<file path="config.mk">
export PLATFORM = sky130hd
export DESIGN_NAME = fetch_controller
export DESIGN_NICKNAME = d
export VERILOG_FILES = /design/src/rtl/fetch_controller.sv
export SDC_FILE = /design/constraint.sdc
export NUM_CORES = 1
export LEC_CHECK = 0
export ABC_AREA = 1
export CAP_MARGIN = 20
export CELL_PAD_IN_SITES_DETAIL_PLACEMENT = 0
export CELL_PAD_IN_SITES_GLOBAL_PLACEMENT = 2
export CORE_AREA = 2 2 151 94
export CTS_CLUSTER_SIZE = 28
export DETAILED_ROUTE_END_ITERATION = 10
export DIE_AREA = 0 0 153 96
export PLACE_DENSITY = 0.85
export SYNTH_ARGS = -nofsm -noshare
export SYNTH_HDL_FRONTEND = slang
export SYNTH_SLANG_ARGS = --single-unit
</file>
<file path="constraint.sdc">
create_clock -name clk -period 1.8 [get_ports clk]
set_input_delay 0.54 -clock clk [delete_from_list [all_inputs] [get_ports clk]]
set_output_delay 0.54 -clock clk [all_outputs]
set_load 0.01 [all_outputs]
</file>
<file path="src/rtl/fetch_controller.sv">
// Instruction fetch FSM: requests a word from instruction memory, holds it for decode, and strobes the PC load.
// Define FETCH_TIMEOUT_EN to add a fetch-timeout counter with a sticky fetch_err flag and an absorbing ERR state.
module fetch_controller #(
  parameter int unsigned TIMEOUT_CYCLES = 16
) (
  input  logic        clk,
  input  logic        areset,
  input  logic        start,
  input  logic        halt,
  output logic        imem_req,
  input  logic        imem_ack,
  input  logic [31:0] imem_rdata,
  output logic [31:0] instr,
  output logic        instr_valid,
  input  logic        instr_ready,
  input  logic        branch_taken,
  output logic        PCSrc,
  output logic        load,
  output logic [31:0] instr_count,
  output logic        fetch_err
);

  typedef enum logic [1:0] {
    IDLE  = 2'd0,
    FETCH = 2'd1,
    HOLD  = 2'd2,
    ERR   = 2'd3
  } state_t;

  state_t      r_state;
  state_t      w_next;
  logic [31:0] r_instr;
  logic [31:0] r_instr_count;
  logic        w_accept;
  logic        w_timeout;

  assign imem_req    = (r_state == FETCH);
  assign instr_valid = (r_state == HOLD);
  assign w_accept    = instr_valid & instr_ready;
  // Reset masks the PC strobes immediately, before the state register clears.
  assign load        = w_accept & ~areset;
  assign PCSrc       = load & branch_taken;
  assign instr       = r_instr;
  assign instr_count = r_instr_count;

`ifdef FETCH_TIMEOUT_EN
  localparam int CW = $clog2(TIMEOUT_CYCLES + 1);

  logic [CW-1:0] r_timeout;
  logic          r_fetch_err;

  // An ack arriving in the limit cycle wins, so the timeout only fires without one.
  assign w_timeout = (r_state == FETCH) && !imem_ack && (r_timeout == CW'(TIMEOUT_CYCLES));
  assign fetch_err = r_fetch_err;

  always_ff @(posedge clk) begin
    if (areset) begin
      r_timeout   <= '0;
      r_fetch_err <= 1'b0;
    end else begin
      if (r_state != FETCH && w_next == FETCH) begin
        r_timeout <= '0;
      end else if (r_state == FETCH && !imem_ack && r_timeout != CW'(TIMEOUT_CYCLES)) begin
        r_timeout <= r_timeout + 1'b1;
      end
      if (w_timeout) begin
        r_fetch_err <= 1'b1;
      end
    end
  end
`else
  assign w_timeout = 1'b0;
  assign fetch_err = 1'b0;
`endif

  always_comb begin
    w_next = r_state;
    case (r_state)
      IDLE: begin
        if (start && !halt) w_next = FETCH;
      end
      FETCH: begin
        if (imem_ack)       w_next = HOLD;
        else if (w_timeout) w_next = ERR;
      end
      HOLD: begin
        if (w_accept) w_next = halt ? IDLE : FETCH;
      end
      ERR: begin
        w_next = ERR;
      end
      default: begin
        w_next = IDLE;
      end
    endcase
  end

  always_ff @(posedge clk) begin
    if (areset) begin
      r_state       <= IDLE;
      r_instr       <= '0;
      r_instr_count <= '0;
    end else begin
      r_state <= w_next;
      if (r_state == FETCH && imem_ack) begin
        r_instr <= imem_rdata;
      end
      if (w_accept) begin
        r_instr_count <= r_instr_count + 32'd1;
      end
    end
  end

endmodule

</file>
==> results.rst, run 1 <==
Flow metrics
------------

.. list-table::
   :header-rows: 1

   * - Metric
     - Value
   * - Outcome
     - finished clean
   * - Cell Area, Synth
     - 0.00313 mm^2
   * - Reg2reg setup slack
     - 0.19 ns
   * - Register area share after synthesis
     - 42.3%
   * - Antenna-violating nets left
     - 0
   * - Number of nets at floorplan
     - 500
   * - Antenna Diode Count
     - 0
   * - Critical Path Source Type
     - flip-flop
   * - Setup Viol. Count Final
     - 0
   * - #FFs+latches synth
     - 66
   * - Largest net degree at the start of global routing
     - 35
   * - Number of clock sinks seen by CTS
     - 66
   * - Initial antenna violation count
     - 0
   * - Worst reg2reg endpoint
     - instr[3]
   * - Non-filler instance count after layout
     - 763
   * - Ratio of cells with drive above 1 in the final layout
     - 13.4%
   * - Dominant delay contributor by cell family on the critical path
     - buffers and inverters
   * - # H-tree levels
     - 3
   * - Clk Latency, worst-skew pair
     - 0.33 ns
   * - Ordered list of cells on the worst path
     - clkdlybuf4s50_1
   * - Cell internal pwr
     - 2830 uW
   * - Most repeated cell in the gate-level netlist after synthesis
     - nand2_1
   * - Lkg Pwr
     - 0.00208 uW
   * - Total die area
     - 0.0147 mm^2
   * - Worst Hold Endpoint
     - instr[18]
   * - Worst reg2reg path startpoint
     - r_state[0]
   * - Flip-flops with a built-in enable
     - 0
   * - Synth Warn #
     - 0
   * - PD cells
     - 767 mW/mm^2
   * - Synthesized netlist cell count
     - 460
   * - HPWL Detailed
     - 7960 um
==> run 1: final cells by class <==
| cell class | count | area share, % |
|---|---|---|
| Multi-Input combinational cell | 326 | 31.7 |
| Inverter | 50 | 4.00 |
| Clock inverter | 5 | 1.09 |
| Clock buffer | 11 | 5.25 |
| Tap cell | 175 | 4.55 |
| Timing Repair Buffer | 130 | 25.5 |
| Sequential cell | 66 | 27.9 |
==> run 1: metrics by stage <==
stage / utilization (%) / TNS (ns)
6_report: 36.1 / 0
2_1_floorplan: - / 0
5_1_grt: 36.1 / 0
3_5_place_dp: 33.8 / -8.86
3_3_place_gp: 33.8 / -8.22
4_1_cts: 36.0 / 0
==> run 1: cell families (layout without fill, tap and decap cells) <==
group	after synthesis	after routing	share of synthesized area (%)
AOI/OAI and AO/OA	64	64	10.4
adders and majority gates	1	1	0.400
and+or+nand+nor	260	260	37.8
DFF	66	66	42.3
buffers and inverters	68	196	9.04
other	1	1	0.120
==> run 1: worst max-delay path by stage <==
stage	start	to	slack (ns)	depth (start not counted)
floorplan	areset	PCSrc	0.05	3
global placement	instr_ready	PCSrc	-0.66	4
detailed placement	instr_ready	PCSrc	-0.64	4
CTS	instr_count[31]	instr_count[31]	0.003	1
global route	instr[3]	instr[3]	0.0002	1
finish	instr[29]	instr[29]	0.03	1
==> run 1: power groups by stage <==
| stage | combinational, uW | sequential (uW) | clock, uW |
|---|---|---|---|
| CTS | 381 | 1520 | 1860 |
| detailed placement | 383 | 1550 | 0 |
| global route | 410 | 1530 | 1930 |
| global placement | 381 | 1550 | 0 |
| floorplan | 151 | 1570 | 0 |
| finish | 375 | 1520 | 1800 |
==> run 1: per-layer routing <==
metal	up-vias	wire length (um)	global-route usage, %
met5	-	0	0
met4	0	122	4.63
met3	10	514	3.78
met2	80	4170	21.3
met1	1509	5540	20.9
li1	1724	-	-
==> run 1: placed cells by master (no fill, tap or decap), types with 2 or more instances in the layout <==
cell and count:
a31oi_1 2, clkbuf_8 2, nand3_1 56, nand2_2 2, nand2_4 2, o21ai_0 15
dfxtp_2 16, dlymetal6s2s_1 8, buf_2 2, nor2_4 3, buf_4 22, clkbuf_16 9
clkinv_2 3, clkdlybuf4s50_1 68, dfxtp_1 50, nor2_2 5, nor2_1 70, nand4_1 6
nand3_2 2, inv_1 48, nand2_1 103, a21oi_1 46, dlygate4sd2_1 26, nor3_1 6
==> run 1: flip-flops by register name (all words and copies together) (netlist names) <==
| register | count |
|---|---|
| instr_count | 32 |
| instr | 32 |
| r_state | 2 |
==> run 1: tightest hold or removal path: stages (launching register included) <==
cell	delay, ns
dfxtp_1	0.30
nand2_1	0.06
a21oi_1	0.05
==> run 1: timing repair <==
| item | in CTS | in global routing |
|---|---|---|
| resized | 53 | 13 |
| pin swaps | 0 | 0 |
| hold buffers | 0 | 0 |
| endpoints found under the setup margin | 28 | 39 |
Figure 1. Cells coloured by class (run 1).
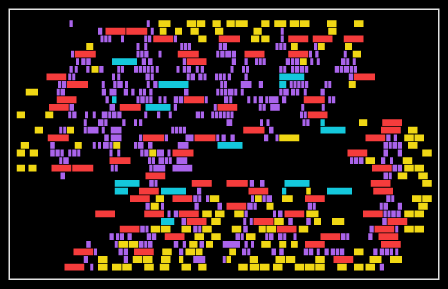
- clock drivers and dummy loads: cyan (cells 16)
- flip-flops: red (cells 66)
- other buffers and delay cells: yellow (cells 130)
- all other logic: purple (cells 376)
area of the core: 0.0133 mm^2
total non-filler cell area in the finished layout: 0.00482 mm^2
fraction of area in registers: 27.9%
number of core rows: 33

Figure 2. Cell area per tile (run 1).
Scale bar: 50 um. 15 x 10 tiles, from black (low) to pale yellow (high), 0 to 100% covered.
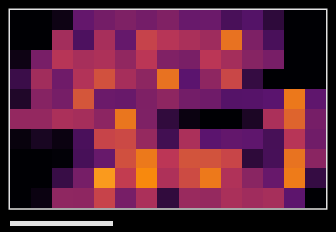
- fullest tile: 78%
- mean over tiles: 31%
- nearly empty tiles: 15%
- tiles over 75% full: 0.70%
- densest ninth of the die: south

Figure 3. Wires at chosen ports, followed through buffers (run 1).
Scale bar: 50 um.
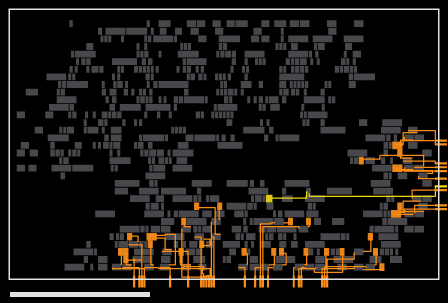
- `imem_rdata`: orange (bits 32; direction input; edge 23 south, 9 east; end cells 32; buffers 32; wire 725 um)
- `imem_req`: yellow (bits 1; direction output; edge east; end cells 1; buffers 1; wire 64.7 um)

Figure 4. Congestion heat map (run 1).
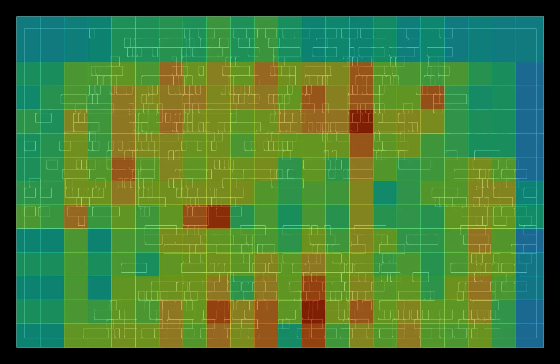
total global-route track usage: 14.6%
global routing usage on met1: 20.9%
met2 track utilization from global routing: 21.3%
average detailed-routed wire length per instance: 13.6 um
Most Used Layer, Global Route: met2

Figure 5. Power grid (run 1).
Scale bar: 50 um. Pins as bars on the die edge.
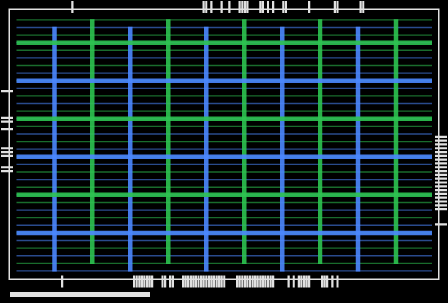

==> run 2, diff against run 1 <==
--- a/config.mk
+++ b/config.mk
@@ -8,11 +8,9 @@
 export ABC_AREA = 1
 export CAP_MARGIN = 20
-export CELL_PAD_IN_SITES_DETAIL_PLACEMENT = 0
-export CELL_PAD_IN_SITES_GLOBAL_PLACEMENT = 2
-export CORE_AREA = 2 2 151 94
+export CORE_AREA = 2 2 148 92
 export CTS_CLUSTER_SIZE = 28
 export DETAILED_ROUTE_END_ITERATION = 10
-export DIE_AREA = 0 0 153 96
-export PLACE_DENSITY = 0.85
+export DIE_AREA = 0 0 150 94
+export PLACE_DENSITY = 0.54
 export SYNTH_ARGS = -nofsm -noshare
 export SYNTH_HDL_FRONTEND = slang
==> constraint.sdc (replaced) <==
create_clock -name clk -period 1.8 [get_ports clk]
set_input_delay 0.45 -clock clk [delete_from_list [all_inputs] [get_ports clk]]
set_output_delay 0.45 -clock clk [all_outputs]
set_load 0.01 [all_outputs]
Figure 6. Power grid (run 2).
Scale bar: 50 um. Pins as bars on the die edge.
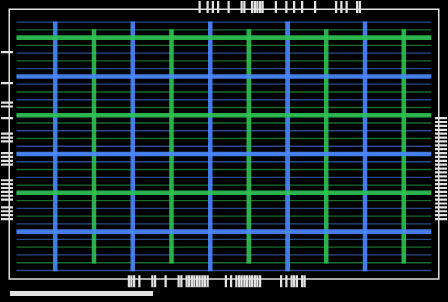
- VDD: green
- VSS: blue
- met1 rails: 33
- met5 straps: 6
- signal pins: 108
- rows: 32

==> results.rst, run 2 <==
Flow metrics
------------

.. list-table::
   :header-rows: 1

   * - Metric
     - Value
   * - HPWL Detailed
     - 7660 um (-3.7%)
   * - Initial antenna violation count
     - 0 (unchanged)
   * - Total non-filler cell area in the finished layout
     - 0.00475 mm^2 (-1.4%)
   * - Critical Path Source Type
     - input port
   * - Cell Area, Synth
     - 0.00313 mm^2 (unchanged)
   * - #FFs+latches synth
     - 66 (unchanged)
   * - Basic-gate share of the synthesized area counting and, or, nand and nor cells
     - 37.8% (unchanged)
   * - Antenna-violating nets left
     - 0 (unchanged)
   * - Depth of the critical timing path with buffers and inverters included
     - 3 (+2)
   * - Synthesized netlist cell count
     - 460 (unchanged)
   * - Register area share after synthesis
     - 42.3% (unchanged)
   * - Number of nets at floorplan
     - 500 (unchanged)
   * - Total global-route track usage
     - 15.3% (+0.74 points)
   * - Dominant logic cell type in the layout
     - nand2_1
   * - Ao+oa area frac
     - 10.4% (unchanged)
   * - Most repeated cell in the gate-level netlist after synthesis
     - nand2_1
   * - Ordered list of cells on the worst path
     - clkdlybuf4s50_1, nor3b_2, clkdlybuf4s15_2
   * - # H-tree levels
     - 3 (unchanged)
   * - Synth Warn #
     - 0 (unchanged)
   * - Top Layout Cells
     - nand2_1 (103), clkdlybuf4s50_1 (96), nor2_1 (69), nand3_1 (56), inv_1 (48)
   * - Clk Latency, worst-skew pair
     - 0.33 ns (about the same)
   * - Dominant delay contributor by cell family on the critical path
     - buffers and inverters
   * - Outcome
     - finished clean
   * - Share of the synthesized netlist area taken by xor and xnor gates
     - 0% (unchanged)
   * - Largest net degree at the start of global routing
     - 35 (unchanged)
Figure 7. Congestion heat map (run 2).
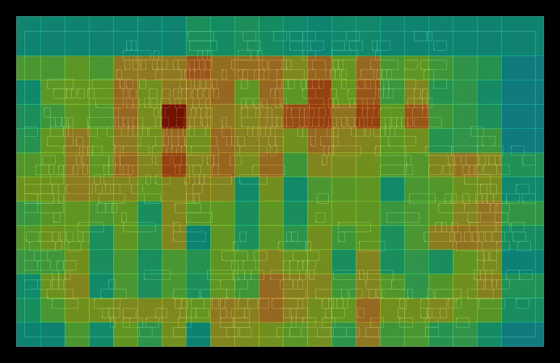
met3 Use GR: 5.00%
met2 track utilization from global routing: 21.9%
global routing usage on met1: 22.1%
average detailed-routed wire length per instance: 13.8 um
Core Util, Final: 37.5%

-- run 2: cell counts after synthesis --
No cell type changed its count.
-- run 2: worst reg2reg max path, stage by stage, from the launching register on --
cell	delay, ns
dfxtp_2	0.33
buf_4	0.14
nor2_2	0.12
buf_4	0.34
nand2_1	0.17
buf_12	0.20
nand2_1	0.09
a21oi_1	0.06
-- run 2: area by class of cell --
class,count,area (um^2),share of cell area [%]
multi-input cells,326,1530,32.2
clock inverters,4,20.0,0.422
well taps,170,213,4.48
repair buffers,121,1210,25.5
clock buffers,11,233,4.90
flip-flops and latches,66,1350,28.4
inverters,50,193,4.06
-- run 2: power by group through the flow --
stage          Clock, uW  Combinational (uW)  Sequential, uW
5_1_grt             1680                 415            1530
6_report            1530                 380            1520
4_1_cts             1590                 385            1520
2_1_floorplan          0                 151            1570
3_3_place_gp           0                 383            1550
3_5_place_dp           0                 388            1550
-- run 2: repair_timing --
item | 4_1_cts | 5_1_grt
hold buffers | 0 | 0
setup endpoints to repair | 13 | 16
cloned | 0 | 0
gates resized | 20 | 15
-- run 2: path summary, 6_finish.rpt --
kind	startpoint	to	slack, ns
worst max-delay path	branch_taken	PCSrc	0.02
worst max register to register	r_state[1]	instr[31]	0.22
worst min-delay path	instr[19]	instr[19]	0.46
worst min register to register	instr[19]	instr[19]	0.46
-- run 2: cells by family after synthesis --
kind of cell    Yosys count
simple gates            260
buf+inv                  68
flops                    66
compound gates           64
fa+ha+maj                 1
other cells               1
-- run 2: routing by layer --
layer / wire length [um] / GRT usage, % / vias up / share of wire, %
met5: 0 / 0 / - / 0
met4: 56 / 3.38 / 0 / 0.54
met3: 831 / 5.00 / 5 / 8.1
met2: 4110 / 21.9 / 111 / 40
met1: 5290 / 22.1 / 1522 / 51
li1: - / - / 1707 / -
-- run 2: per-stage QoR --
step	TNS (ns)	std cells	total power (uW)
after floorplan	0	460	1720
after global placement	-4.60	733	1930
after detailed placement	-5.22	733	1940
after CTS	0	748	3500
after global routing	0	748	3620
final	0	748	3430
==> run 3, diff against run 2 <==
Settings changed: CTS_CLUSTER_SIZE 28 to 24.
Figure 8. Cells coloured by class (run 3).
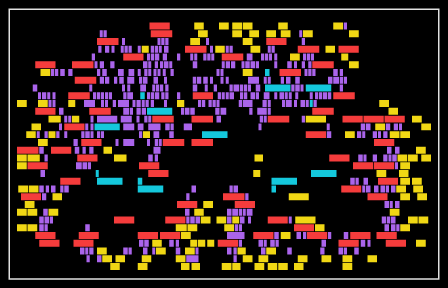
- other buffers and delay cells: yellow (cells 121)
- all other logic: purple (cells 376)
- flip-flops: red (cells 66)
- clock drivers and dummy loads: cyan (cells 15)
fraction of area in registers: 28.4%
total non-filler cell area in the finished layout: 0.00475 mm^2
area of the core: 0.0127 mm^2
number of core rows: 32

==> results.rst, run 3 <==
Flow metrics
------------

.. list-table::
   :header-rows: 1

   * - Metric
     - Value
   * - CTS-repair resized insts
     - 20 (unchanged)
   * - Register area share after synthesis
     - 42.3% (unchanged)
   * - #FFs+latches synth
     - 66 (unchanged)
   * - Synthesized netlist cell count
     - 460 (unchanged)
   * - Post-route setup TNS
     - 0 ns (unchanged)
   * - Dominant delay contributor by cell family on the critical path
     - buffers and inverters
   * - Synth Warn #
     - 0 (unchanged)
   * - Initial antenna violation count
     - 0 (unchanged)
   * - HPWL Detailed
     - 7660 um (unchanged)
   * - Ordered list of cells on the worst path
     - clkdlybuf4s50_1, nor3b_2, clkdlybuf4s15_2
   * - Number of nets at floorplan
     - 500 (unchanged)
   * - Vias in the first global route
     - 3235
   * - # H-tree levels
     - 3 (unchanged)
   * - Largest net degree at the start of global routing
     - 35 (unchanged)
   * - Area occupied by multi-input gates
     - 0.00153 mm^2 (unchanged)
   * - Most repeated cell in the gate-level netlist after synthesis
     - nand2_1
   * - Dominant logic cell type in the layout
     - nand2_1
   * - Sequential cell area in the final layout
     - 0.00135 mm^2 (unchanged)
   * - Cell Area, Synth
     - 0.00313 mm^2 (unchanged)
   * - Antenna-violating nets left
     - 0 (unchanged)
   * - Clk Latency, worst-skew pair
     - 0.33 ns (about the same)
   * - Clock transition at the registers of the reported paths
     - 0.05 ns
   * - Average detailed-routed wire length per instance
     - 13.8 um (unchanged)
   * - Critical Path Source Type
     - input port
   * - Outcome
     - finished clean
   * - Post-synth cell types
     - 28
   * - Top Layout Cells
     - nand2_1 (103), clkdlybuf4s50_1 (96), nor2_1 (69), nand3_1 (56), inv_1 (48)
   * - Depth of the critical timing path with buffers and inverters included
     - 3 (unchanged)
   * - Total global-route track usage
     - 15.3% (unchanged)
   * - Power after layout
     - 3430 uW (unchanged)
   * - Worst setup EP type
     - output pin
Figure 9. Cell area per tile (run 3).
Scale bar: 50 um. 15 x 9 tiles, from black (low) to pale yellow (high), 0 to 100% covered.
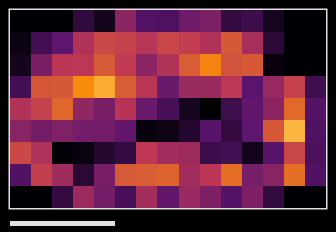
- nearly empty tiles: 11%
- tiles over 75% full: 1.5%
- fullest tile: 84%
floorplan-stage core utilization: 24.7%

-- run 3: cell counts after synthesis --
Identical to the previous run, type by type.
-- run 3: worst reg2reg max path: stages, from the launching register on --
cell,delay (ns)
dfxtp_2,0.33
buf_4,0.14
nor2_2,0.12
buf_4,0.34
nand2_1,0.17
buf_12,0.20
nand2_1,0.09
a21oi_1,0.06
-- run 3: power groups by stage --
stage          Combinational [uW]  Clock (uW)  Sequential [uW]
2_1_floorplan                 151           0             1570
3_3_place_gp                  383           0             1550
3_5_place_dp                  388           0             1550
4_1_cts                       385        1590             1520
5_1_grt                       415        1680             1530
6_report                      380        1530             1520
-- run 3: path summary, 6_finish.rpt --
check          startpoint   endpoint  slack (ns)
max          branch_taken      PCSrc        0.02
min             instr[19]  instr[19]        0.46
min reg2reg     instr[19]  instr[19]        0.46
max reg2reg    r_state[1]  instr[31]        0.22
-- run 3: through the flow --
step | util, % | instance area [um^2] | hold slack, ns | worst slack [ns] | instances
after floorplan | - | 3130 | 0.454 | 0.230 | 460
after global placement | 35.3 | 4460 | 0.447 | -0.482 | 733
after detailed placement | 35.3 | 4460 | 0.452 | -0.493 | 733
after CTS | 37.3 | 4720 | 0.460 | 0.00229 | 748
after global routing | 37.5 | 4750 | 0.481 | 0.00674 | 748
final | 37.5 | 4750 | 0.457 | 0.0190 | 748
-- run 3: layer usage --
| layer | up-vias | track usage (%) | wire length, um |
|---|---|---|---|
| li1 | 1707 | - | - |
| met1 | 1522 | 22.1 | 5290 |
| met2 | 111 | 21.9 | 4110 |
| met3 | 5 | 5.00 | 831 |
| met4 | 0 | 3.38 | 56 |
| met5 | - | 0 | 0 |
-- run 3: logic make-up (layout without fill, tap and decap cells) --
family / after synthesis / after routing / share of synthesized area, %
buf+inv: 68 / 186 / 9.04
other cells: 1 / 1 / 0.120
simple gates: 260 / 260 / 37.8
flops: 66 / 66 / 42.3
compound gates: 64 / 64 / 10.4
fa+ha+maj: 1 / 1 / 0.400
-- run 3: cell type report --
cell class	instances	area share [%]
Sequential cell	66	28.4
Multi-Input combinational cell	326	32.2
Clock inverter	4	0.422
Timing Repair Buffer	121	25.5
Tap cell	170	4.48
Inverter	50	4.06
Clock buffer	11	4.90
Power and IR drop assume default switching activity.
